==> config.mk <==
export PLATFORM = sky130hd
export DESIGN_NAME = result_edge_sampler
export DESIGN_NICKNAME = d
export VERILOG_FILES = /design/src/rtl/result_edge_sampler.sv
export SDC_FILE = /design/constraint.sdc
export NUM_CORES = 1
export LEC_CHECK = 0
export CAP_MARGIN = 20
export CORE_UTILIZATION = 50
export CTS_BUF_LIST = sky130_fd_sc_hd__clkbuf_2 sky130_fd_sc_hd__clkbuf_4 sky130_fd_sc_hd__clkbuf_8
export DETAILED_ROUTE_END_ITERATION = 7
export PLACE_DENSITY = 0.7
export SLEW_MARGIN = 20
export SYNTH_ARGS = -nofsm -noshare
export SYNTH_HDL_FRONTEND = slang
export SYNTH_SLANG_ARGS = --single-unit
==> constraint.sdc <==
create_clock -name clk -period 2.4 [get_ports clk]
set_input_delay 0.72 -clock clk [delete_from_list [all_inputs] [get_ports clk]]
set_output_delay 0.72 -clock clk [all_outputs]
set_load 0.005 [all_outputs]
==> src/rtl/result_edge_sampler.sv <==
// Synchronizes io_result into clk, timestamps its rising edges and queues them in a FIFO.
// Define RESULT_EDGE_SAMPLER_DROP_CNT_EN to add the saturating io_dropped counter.
module result_edge_sampler #(
  parameter int SYNC_STAGES = 2,
  parameter int CNT_W       = 8,
  parameter int DEPTH       = 4
) (
  input  logic             clk,
  input  logic             reset,
  input  logic             io_result,
  input  logic             io_out_ready,
  output logic             io_out_valid,
  output logic [CNT_W-1:0] io_out_bits,
  output logic             io_overflow,
  input  logic             io_ovf_clr
`ifdef RESULT_EDGE_SAMPLER_DROP_CNT_EN
  ,
  output logic [CNT_W-1:0] io_dropped
`endif
);

  localparam int AW = $clog2(DEPTH);
  localparam logic [AW:0]      PTR_ONE = {{AW{1'b0}}, 1'b1};
  localparam logic [CNT_W-1:0] TS_ONE  = {{(CNT_W-1){1'b0}}, 1'b1};

  logic [SYNC_STAGES-1:0] sync;
  logic                   sync_q;
  logic                   prev;
  logic [CNT_W-1:0]       ts;
  logic [AW:0]            rd_ptr;
  logic [AW:0]            wr_ptr;
  logic [CNT_W-1:0]       mem [DEPTH];

  logic event_det;
  logic empty;
  logic full;
  logic pop;
  logic push;
  logic drop;

  always_comb begin
    sync_q    = sync[SYNC_STAGES-1];
    event_det = sync_q & ~prev;
    empty     = (rd_ptr == wr_ptr);
    full      = (rd_ptr[AW] != wr_ptr[AW]) && (rd_ptr[AW-1:0] == wr_ptr[AW-1:0]);
    pop       = ~empty & io_out_ready;
    push      = event_det & (~full | pop);
    drop      = event_det & full & ~pop;
  end

  assign io_out_valid = ~empty;
  // Storage is not reset, so the head is masked while nothing is queued.
  assign io_out_bits  = empty ? '0 : mem[rd_ptr[AW-1:0]];

  always_ff @(posedge clk) begin
    if (reset) begin
      sync        <= '0;
      prev        <= 1'b0;
      ts          <= '0;
      rd_ptr      <= '0;
      wr_ptr      <= '0;
      io_overflow <= 1'b0;
    end else begin
      sync <= {sync[SYNC_STAGES-2:0], io_result};
      prev <= sync_q;
      ts   <= ts + TS_ONE;
      if (push) wr_ptr <= wr_ptr + PTR_ONE;
      if (pop)  rd_ptr <= rd_ptr + PTR_ONE;
      if (drop)            io_overflow <= 1'b1;
      else if (io_ovf_clr) io_overflow <= 1'b0;
    end
  end

  always_ff @(posedge clk) begin
    if (!reset && push) mem[wr_ptr[AW-1:0]] <= ts;
  end

`ifdef RESULT_EDGE_SAMPLER_DROP_CNT_EN
  // A drop coinciding with a clear restarts the count at one.
  always_ff @(posedge clk) begin
    if (reset) begin
      io_dropped <= '0;
    end else if (drop) begin
      if (io_ovf_clr)           io_dropped <= TS_ONE;
      else if (io_dropped != '1) io_dropped <= io_dropped + TS_ONE;
    end else if (io_ovf_clr) begin
      io_dropped <= '0;
    end
  end
`endif

endmodule

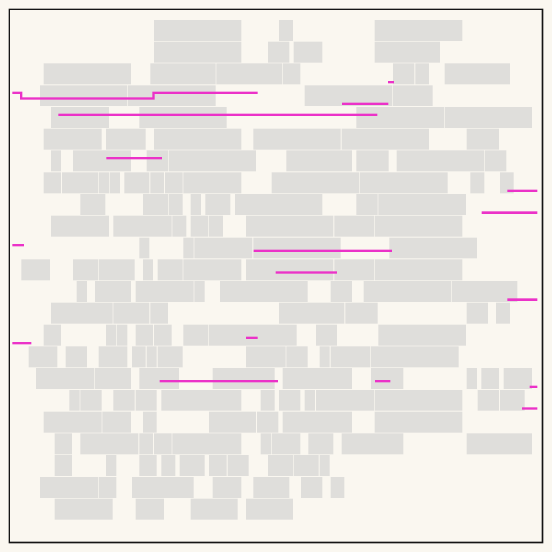
(images/m3.png)
Scale: 8 px per µm.
The wires run mostly horizontal. The layer holds 4.2% of the routed length. The layer carries 144 µm of wire. 13 nets have wire on it. The longest straight run is 39.6 µm.
vias post-DR: 1,145
GR Layer Usage met3: 4.11%
final wirelength: 3440 µm

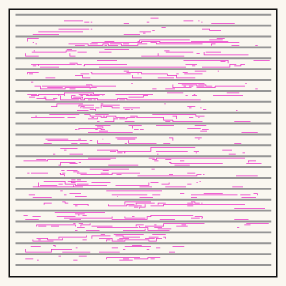
(images/m1.png)
Scale: 4 px per µm. Supply wires on this layer in grey.
The layer carries 1,550 µm of wire. The layer holds 45% of the routed length.
GRT met1 Usage: 23.4%

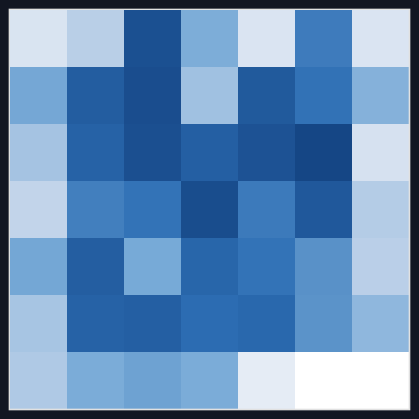
(images/util_map.png)
Scale: 6 px per µm. 7 x 7 tiles, from white (low) to dark blue (high), 0 to 100% covered.
The emptiest ninth of the die: bottom right. 4.1% of the tiles are nearly empty. The fullest tile reaches 91%. 35% of the tiles are over 75% full. The densest ninth of the die: middle. The mean over all tiles is 56%.
FP Util: 52.0%
core area: 4000 µm²

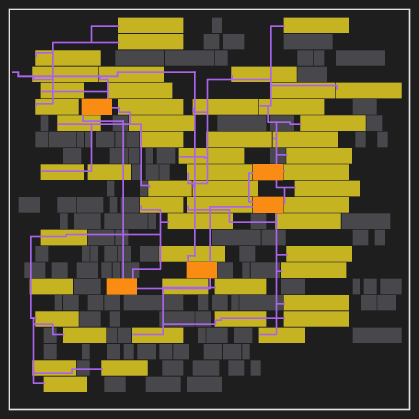
(images/clock_wires.png)
Scale: 6 px per µm.
Key: yellow = flip-flops [count 52]; orange = clock-net drivers [count 5]; purple = clock wires [length 536 µm]
Position of the flops: spread over the die.
Late-Pin Clk Latency: 0.30 ns
clock skew: 0.00437 ns
clock share of power: 29.3%

==> results_dict.tcl <==
# implementation run metrics
set metrics [dict create \
    top_power_group "registers" \
    critical_path_class "reg2out" \
    final_cells 222 \
    holdPathStages 1 \
    antenna_found_initial 0 \
    cts_inserted_buffers 5 \
    topCombFamilyByArea "simple AND/OR/NAND/NOR gates" \
    syn-mean-instance-area_um2 15.2 \
    drc 0 \
    edf_count 32 \
    most_common_cell "edfxtp_1" \
    clk-power_uw 494 \
    switching_share_pct 22.4 \
    cts.reportedPaths.clkPinSlew_ns 0.09 \
    largest_register_ff_count 32 \
    ys_seq_share_pct 65.5 \
    setup.worst_path.end_class "output pin" \
    dp_cells 207 \
    bufAreaShareNonClock_pct 10.9 \
    synth-simple-area-share_pct 10.7 \
    maxCapViolCount 0 \
    ant_nets 0 \
    grt_usage_pct 18.8 \
    hold_start "sync[0]" \
    area_growth_pct 21.9 \
    rows 23 \
    ys_top_cells_by_count "32 x edfxtp_1, 20 x dfxtp_1, 15 x nor2_1, 10 x nor2b_1, 8 x mux4_2" \
    ys_top_cells_by_area "edfxtp_1 46%, dfxtp_1 19%, mux4_2 8.7%, ha_1 3.6%, nor2b_1 3.0%" \
    clkCellAreaFrac_pct 3.66 \
    powerComb_uw 218 \
    setup_viol 0 \
    dominant_cells "sequential cells" \
    cts_root_buffer "clkbuf_8" \
    combGateArea_um2 708 \
    drtIter0Drc 48 \
    use_met2_pct 30.4 \
    place_area_um2 2350 \
    die_h_um 66.5 \
    hold_buffers 0 \
    crit_path_end "io_out_bits[6]" \
    yosys_cells 137 \
    place.gp.congestion 0.745 \
    layout.area.seq_um2 1380 \
    final.setup.worst_slack_ns 0.0729 \
    path_cells "buf_6, buf_6, mux4_2, and2b_1, clkbuf_2" \
    seq_power_uw 977 \
    inverters 4 \
    fin_area_um2 2530 \
    crit_buf_inv 3 \
    crit_fanout 3 \
    wl_met2_um 1650 \
    crit_required_ns 1.68 \
    fin_setup_tns_ns 0 \
    ys.flops 52 \
    start_kind "flip-flop" \
    dieWidth_um 66.5 \
    rr_worst_depth 6 \
    clockBufferDepth 2 \
    clock-sinks 52 \
    powerDensity_nw_per_um2 667 \
    status "finished clean" \
    pre_cts_ws_ns 0.0288 \
    fillCellCount 286 \
    wl_per_cell_um 15.5 \
    grt_overflow_total 0 \
    synth_cells 137 \
    aoi_share_pct 2.83 \
    fp_nets 148 \
    tightest_slew_ns 0.449 \
    fin_crit_ns 2.33 \
    power.total_uw 1690 \
    yosys_most_used_dff "edfxtp_1" \
    r2r_end "mem[3][5]" \
    flops 52 \
    hpwlAfterDp_um 2340 \
    highest_layer "met4" \
    timing.fmax_mhz 430 \
    crit_top_cell "buf_6" \
    grt_pass1_wl_um 5680 \
    yosysChipArea_um2 2080 \
    synth_cell_types 25 \
    muxShareOfSynthArea_pct 9.63 \
    post-route-period-util_pct 97.0 \
]
Power figures rest on the tool's default switching activity, not on a simulated workload.
